===== src/rtl/page_table_walker_pkg.sv =====
// Shared definitions for the two-level page-table walker: PTE field
// positions, virtual-address index shifts and the walker FSM states.
package page_table_walker_pkg;

  localparam int PTE_V       = 0;
  localparam int PTE_R       = 1;
  localparam int PTE_W       = 2;
  localparam int PTE_X       = 3;
  localparam int PTE_PPN_LSB = 12;
  localparam int PTE_PPN_MSB = 31;

  // VPN[1] sits above bit 22, VPN[0] above bit 12; the same split applies
  // to the PPN when a level-1 leaf maps a 4 MiB superpage.
  localparam int VPN1_SHIFT  = 22;
  localparam int VPN0_SHIFT  = 12;

  typedef enum logic [2:0] {
    IDLE    = 3'd0,
    L1_REQ  = 3'd1,
    L1_WAIT = 3'd2,
    L0_REQ  = 3'd3,
    L0_WAIT = 3'd4,
    RESP    = 3'd5
  } walk_state_e;

  // A PTE is a leaf as soon as any of R/W/X is set.
  function automatic logic pte_is_leaf(input logic [31:0] pte);
    return |pte[PTE_X:PTE_R];
  endfunction

  // Write permission without read permission is a reserved encoding.
  function automatic logic pte_perm_illegal(input logic [31:0] pte);
    return pte[PTE_W] & ~pte[PTE_R];
  endfunction

  // Permission field reported as {X,W,R}.
  function automatic logic [2:0] pte_perm(input logic [31:0] pte);
    return pte[PTE_X:PTE_R];
  endfunction

endpackage


===== src/rtl/page_table_walker.sv =====
// Two-level page-table walker: takes a virtual address and root table base,
// reads up to two PTEs through a valid/ready memory port, and returns the
// physical address and {X,W,R} permissions, or a fault.
module page_table_walker
  import page_table_walker_pkg::*;
#(
  parameter int TIMEOUT_CYCLES = 256
) (
  input  logic        clk,
  input  logic        rst,
  input  logic        walk_req_valid_i,
  output logic        walk_req_ready_o,
  input  logic [31:0] walk_vaddr_i,
  input  logic [31:0] root_base_i,
  output logic        walk_resp_valid_o,
  input  logic        walk_resp_ready_i,
  output logic [31:0] walk_paddr_o,
  output logic [2:0]  walk_perm_o,
  output logic        walk_fault_o,
  output logic        mem_req_valid_o,
  input  logic        mem_req_ready_i,
  output logic [31:0] mem_addr_o,
  input  logic        mem_resp_valid_i,
  output logic        mem_resp_ready_o,
  input  logic [31:0] mem_data_i
);

  localparam int CNT_W = $clog2(TIMEOUT_CYCLES + 1);
  localparam logic [CNT_W-1:0] CNT_LAST = CNT_W'(TIMEOUT_CYCLES - 1);

  walk_state_e state, state_nxt;

  logic [31:0]      vaddr_q;
  logic [19:0]      root_ppn_q;
  logic [19:0]      l0_ppn_q;
  logic [CNT_W-1:0] wait_cnt;

  logic [31:0] paddr_q;
  logic [2:0]  perm_q;
  logic        fault_q;

  logic        req_accept;
  logic        ppn_load;
  logic        cnt_clr;
  logic        cnt_inc;
  logic        walk_fail;
  logic        res_load;
  logic        res_fault;
  logic [31:0] res_paddr;
  logic [2:0]  res_perm;
  logic [31:0] l1_addr;
  logic [31:0] l0_addr;

  // Low PTE flag bits and the page offset of the root base carry no meaning here.
  logic unused_bits;
  assign unused_bits = ^{mem_data_i[PTE_PPN_LSB-1:PTE_X+1], root_base_i[PTE_PPN_LSB-1:0]};

  // PTE addresses; 32-bit adds wrap silently on overflow.
  assign l1_addr = {root_ppn_q, 12'b0} + 32'({vaddr_q[31:VPN1_SHIFT], 2'b00});
  assign l0_addr = {l0_ppn_q, 12'b0}   + 32'({vaddr_q[VPN1_SHIFT-1:VPN0_SHIFT], 2'b00});

  assign walk_paddr_o = paddr_q;
  assign walk_perm_o  = perm_q;
  assign walk_fault_o = fault_q;

  // Next-state and handshake decode; PTE checks happen as the data arrives.
  always_comb begin
    state_nxt         = state;
    walk_req_ready_o  = 1'b0;
    walk_resp_valid_o = 1'b0;
    mem_req_valid_o   = 1'b0;
    mem_addr_o        = '0;
    mem_resp_ready_o  = 1'b0;
    req_accept        = 1'b0;
    ppn_load          = 1'b0;
    cnt_clr           = 1'b0;
    cnt_inc           = 1'b0;
    walk_fail         = 1'b0;
    res_load          = 1'b0;
    res_fault         = 1'b0;
    res_paddr         = '0;
    res_perm          = '0;

    case (state)
      IDLE: begin
        walk_req_ready_o = ~rst;
        req_accept       = walk_req_valid_i & ~rst;
        if (req_accept) state_nxt = L1_REQ;
      end

      L1_REQ: begin
        mem_req_valid_o = 1'b1;
        mem_addr_o      = l1_addr;
        if (mem_req_ready_i) begin
          cnt_clr   = 1'b1;
          state_nxt = L1_WAIT;
        end
      end

      L1_WAIT: begin
        mem_resp_ready_o = 1'b1;
        if (mem_resp_valid_i) begin
          if (!mem_data_i[PTE_V]) begin
            walk_fail = 1'b1;
          end else if (pte_is_leaf(mem_data_i)) begin
            // A superpage leaf must have PPN[9:0] clear.
            if (pte_perm_illegal(mem_data_i) ||
                (mem_data_i[VPN1_SHIFT-1:PTE_PPN_LSB] != '0)) begin
              walk_fail = 1'b1;
            end else begin
              res_load  = 1'b1;
              res_paddr = {mem_data_i[PTE_PPN_MSB:VPN1_SHIFT], vaddr_q[VPN1_SHIFT-1:0]};
              res_perm  = pte_perm(mem_data_i);
              state_nxt = RESP;
            end
          end else begin
            ppn_load  = 1'b1;
            state_nxt = L0_REQ;
          end
        end else if (wait_cnt == CNT_LAST) begin
          walk_fail = 1'b1;
        end else begin
          cnt_inc = 1'b1;
        end
      end

      L0_REQ: begin
        mem_req_valid_o = 1'b1;
        mem_addr_o      = l0_addr;
        if (mem_req_ready_i) begin
          cnt_clr   = 1'b1;
          state_nxt = L0_WAIT;
        end
      end

      L0_WAIT: begin
        mem_resp_ready_o = 1'b1;
        if (mem_resp_valid_i) begin
          if (!mem_data_i[PTE_V] || !pte_is_leaf(mem_data_i) ||
              pte_perm_illegal(mem_data_i)) begin
            walk_fail = 1'b1;
          end else begin
            res_load  = 1'b1;
            res_paddr = {mem_data_i[PTE_PPN_MSB:PTE_PPN_LSB], vaddr_q[VPN0_SHIFT-1:0]};
            res_perm  = pte_perm(mem_data_i);
            state_nxt = RESP;
          end
        end else if (wait_cnt == CNT_LAST) begin
          walk_fail = 1'b1;
        end else begin
          cnt_inc = 1'b1;
        end
      end

      RESP: begin
        walk_resp_valid_o = 1'b1;
        if (walk_resp_ready_i) state_nxt = IDLE;
      end

      default: state_nxt = IDLE;
    endcase

    // Every fault reports zero address and permissions.
    if (walk_fail) begin
      res_load  = 1'b1;
      res_fault = 1'b1;
      res_paddr = '0;
      res_perm  = '0;
      state_nxt = RESP;
    end
  end

  // FSM state register.
  always_ff @(posedge clk) begin
    if (rst) state <= IDLE;
    else     state <= state_nxt;
  end

  // Memory-response wait counter, restarted on each entry to a wait state.
  always_ff @(posedge clk) begin
    if (rst)          wait_cnt <= '0;
    else if (cnt_clr) wait_cnt <= '0;
    else if (cnt_inc) wait_cnt <= wait_cnt + 1'b1;
  end

  // Result registers feeding the response port; cleared so outputs read zero after reset.
  always_ff @(posedge clk) begin
    if (rst) begin
      paddr_q <= '0;
      perm_q  <= '0;
      fault_q <= 1'b0;
    end else if (res_load) begin
      paddr_q <= res_paddr;
      perm_q  <= res_perm;
      fault_q <= res_fault;
    end
  end

  // Walk operands: request fields on acceptance, next-level table base from the L1 PTE.
  always_ff @(posedge clk) begin
    if (req_accept) begin
      vaddr_q    <= walk_vaddr_i;
      root_ppn_q <= root_base_i[31:PTE_PPN_LSB];
    end
    if (ppn_load) l0_ppn_q <= mem_data_i[PTE_PPN_MSB:PTE_PPN_LSB];
  end

endmodule


===== config.mk =====
export PLATFORM = sky130hd
export DESIGN_NAME = page_table_walker
export DESIGN_NICKNAME = d
export VERILOG_FILES = /design/src/rtl/page_table_walker_pkg.sv /design/src/rtl/page_table_walker.sv
export SDC_FILE = /design/constraint.sdc
export NUM_CORES = 1
export LEC_CHECK = 0
export CORE_UTILIZATION = 48
export DETAILED_ROUTE_END_ITERATION = 8
export PLACE_DENSITY_LB_ADDON = 0.25
export SETUP_SLACK_MARGIN = 0.15
export SYNTH_ARGS = -nofsm -noshare
export SYNTH_HDL_FRONTEND = slang
export SYNTH_SLANG_ARGS = --single-unit

===== constraint.sdc =====
create_clock -name clk -period 8.9 [get_ports clk]
set_input_delay 1.78 -clock clk [delete_from_list [all_inputs] [get_ports clk]]
set_output_delay 1.78 -clock clk [all_outputs]
set_load 0.02 [all_outputs]

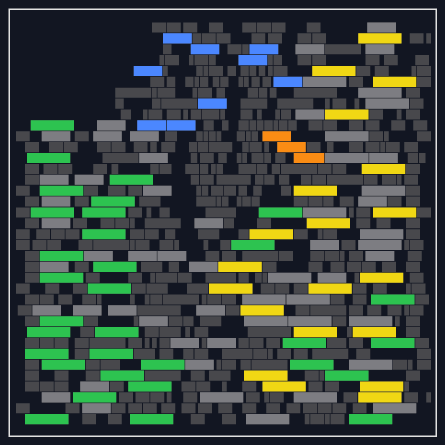
flops_by_reg.png
Drawn at 4 px/um. Other sequential cells in the stronger grey, the rest of the logic in the fainter grey.
l0_ppn_q: drawn in yellow, sequential cells 20. wait_cnt: drawn in blue, sequential cells 9, where top centre. vaddr_q: drawn in green, sequential cells 32. state: drawn in orange, sequential cells 3.
Another 56 sequential cells are not coloured.
Storage cell area: 0.00312 mm2
sequential cell area share: 42.2%
Core Util, Final: 70.7%

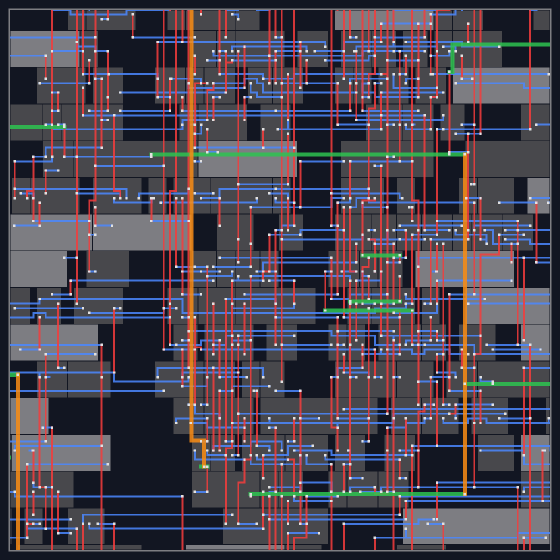
detail.png
Region (33, 54) to (73, 94) um. Cells in grey, sequential cells in the stronger grey; small squares are vias.
metal 3: drawn in green. metal 4: drawn in orange. metal 2: drawn in red. metal 1: drawn in blue.
Most frequent: nand2_1 (15), nand2b_1 (11), dfxtp_1 (11). Sequential cells in the window: 12. Netlist names of flops here include wait_cnt (6), state (2). 130 logic cells have their middle in the window.

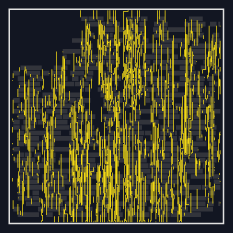
layer_met2.png
Drawn at 2 px/um. Cells faint in the background.
559 nets have wire on it. The longest straight run is 60.2 um. The layer carries 6050 um of wire.
vias: 3716
met2 global-route usage: 37.5%
Total Wirelength: 12200 um

[worst max-delay path by stage]
| stage | slack, ps | startpoint | end |
|---|---|---|---|
| after floorplan | 4290 | mem_data_i[3] | l0_ppn_q[0] |
| after global placement | 3910 | rst | walk_req_ready_o |
| after detailed placement | 3850 | rst | walk_req_ready_o |
| after CTS | 3770 | rst | walk_req_ready_o |
| after global routing | 3700 | rst | walk_req_ready_o |
| final | 3790 | rst | walk_req_ready_o |
[layout make-up]
| class | count | area [um2] |
|---|---|---|
| Sequential cell | 120 | 3120 |
| Fill cell | 775 | 3060 |
| Multi-Input combinational cell | 249 | 1940 |
| Timing Repair Buffer | 157 | 1550 |
| Clock buffer | 20 | 445 |
| Tap cell | 136 | 170 |
| Clock inverter | 12 | 150 |
| Inverter | 4 | 15.0 |
==> flow_summary.yaml <==
# flow metrics
synth:
  mux_share_pct: 11.9
  ff_type: "edfxtp_1"
  synth.top_cell.area_share_pct: 41.3
  synth_cells: 399
timing:
  finalClockPeriodUsage_pct: 57.4
worst_setup_path:
  start_kind: "primary input"
  cp.required_ps: 7120
  path_class: "in -> out"
  ff2ff_path_depth: 6
  path_max_fanout: 42
finish:
  syn2layout_area_growth_pct: 41.5
  final_cells: 698
route:
  antenna_left: 0
  met1_length_um: 5020
  dr_wl_met3_um: 926
  vias_per_cell: 5.32
run_status:
  status: "finished clean"
floorplanning:
  die_y_um: 106
  io_pins: 174
  core_mm2: 0.0105
grt:
  grt_pass1_vias: 3779
  track_usage_pct: 23.4
place:
  io_buffers: 151
min_path:
  hold_depth: 2
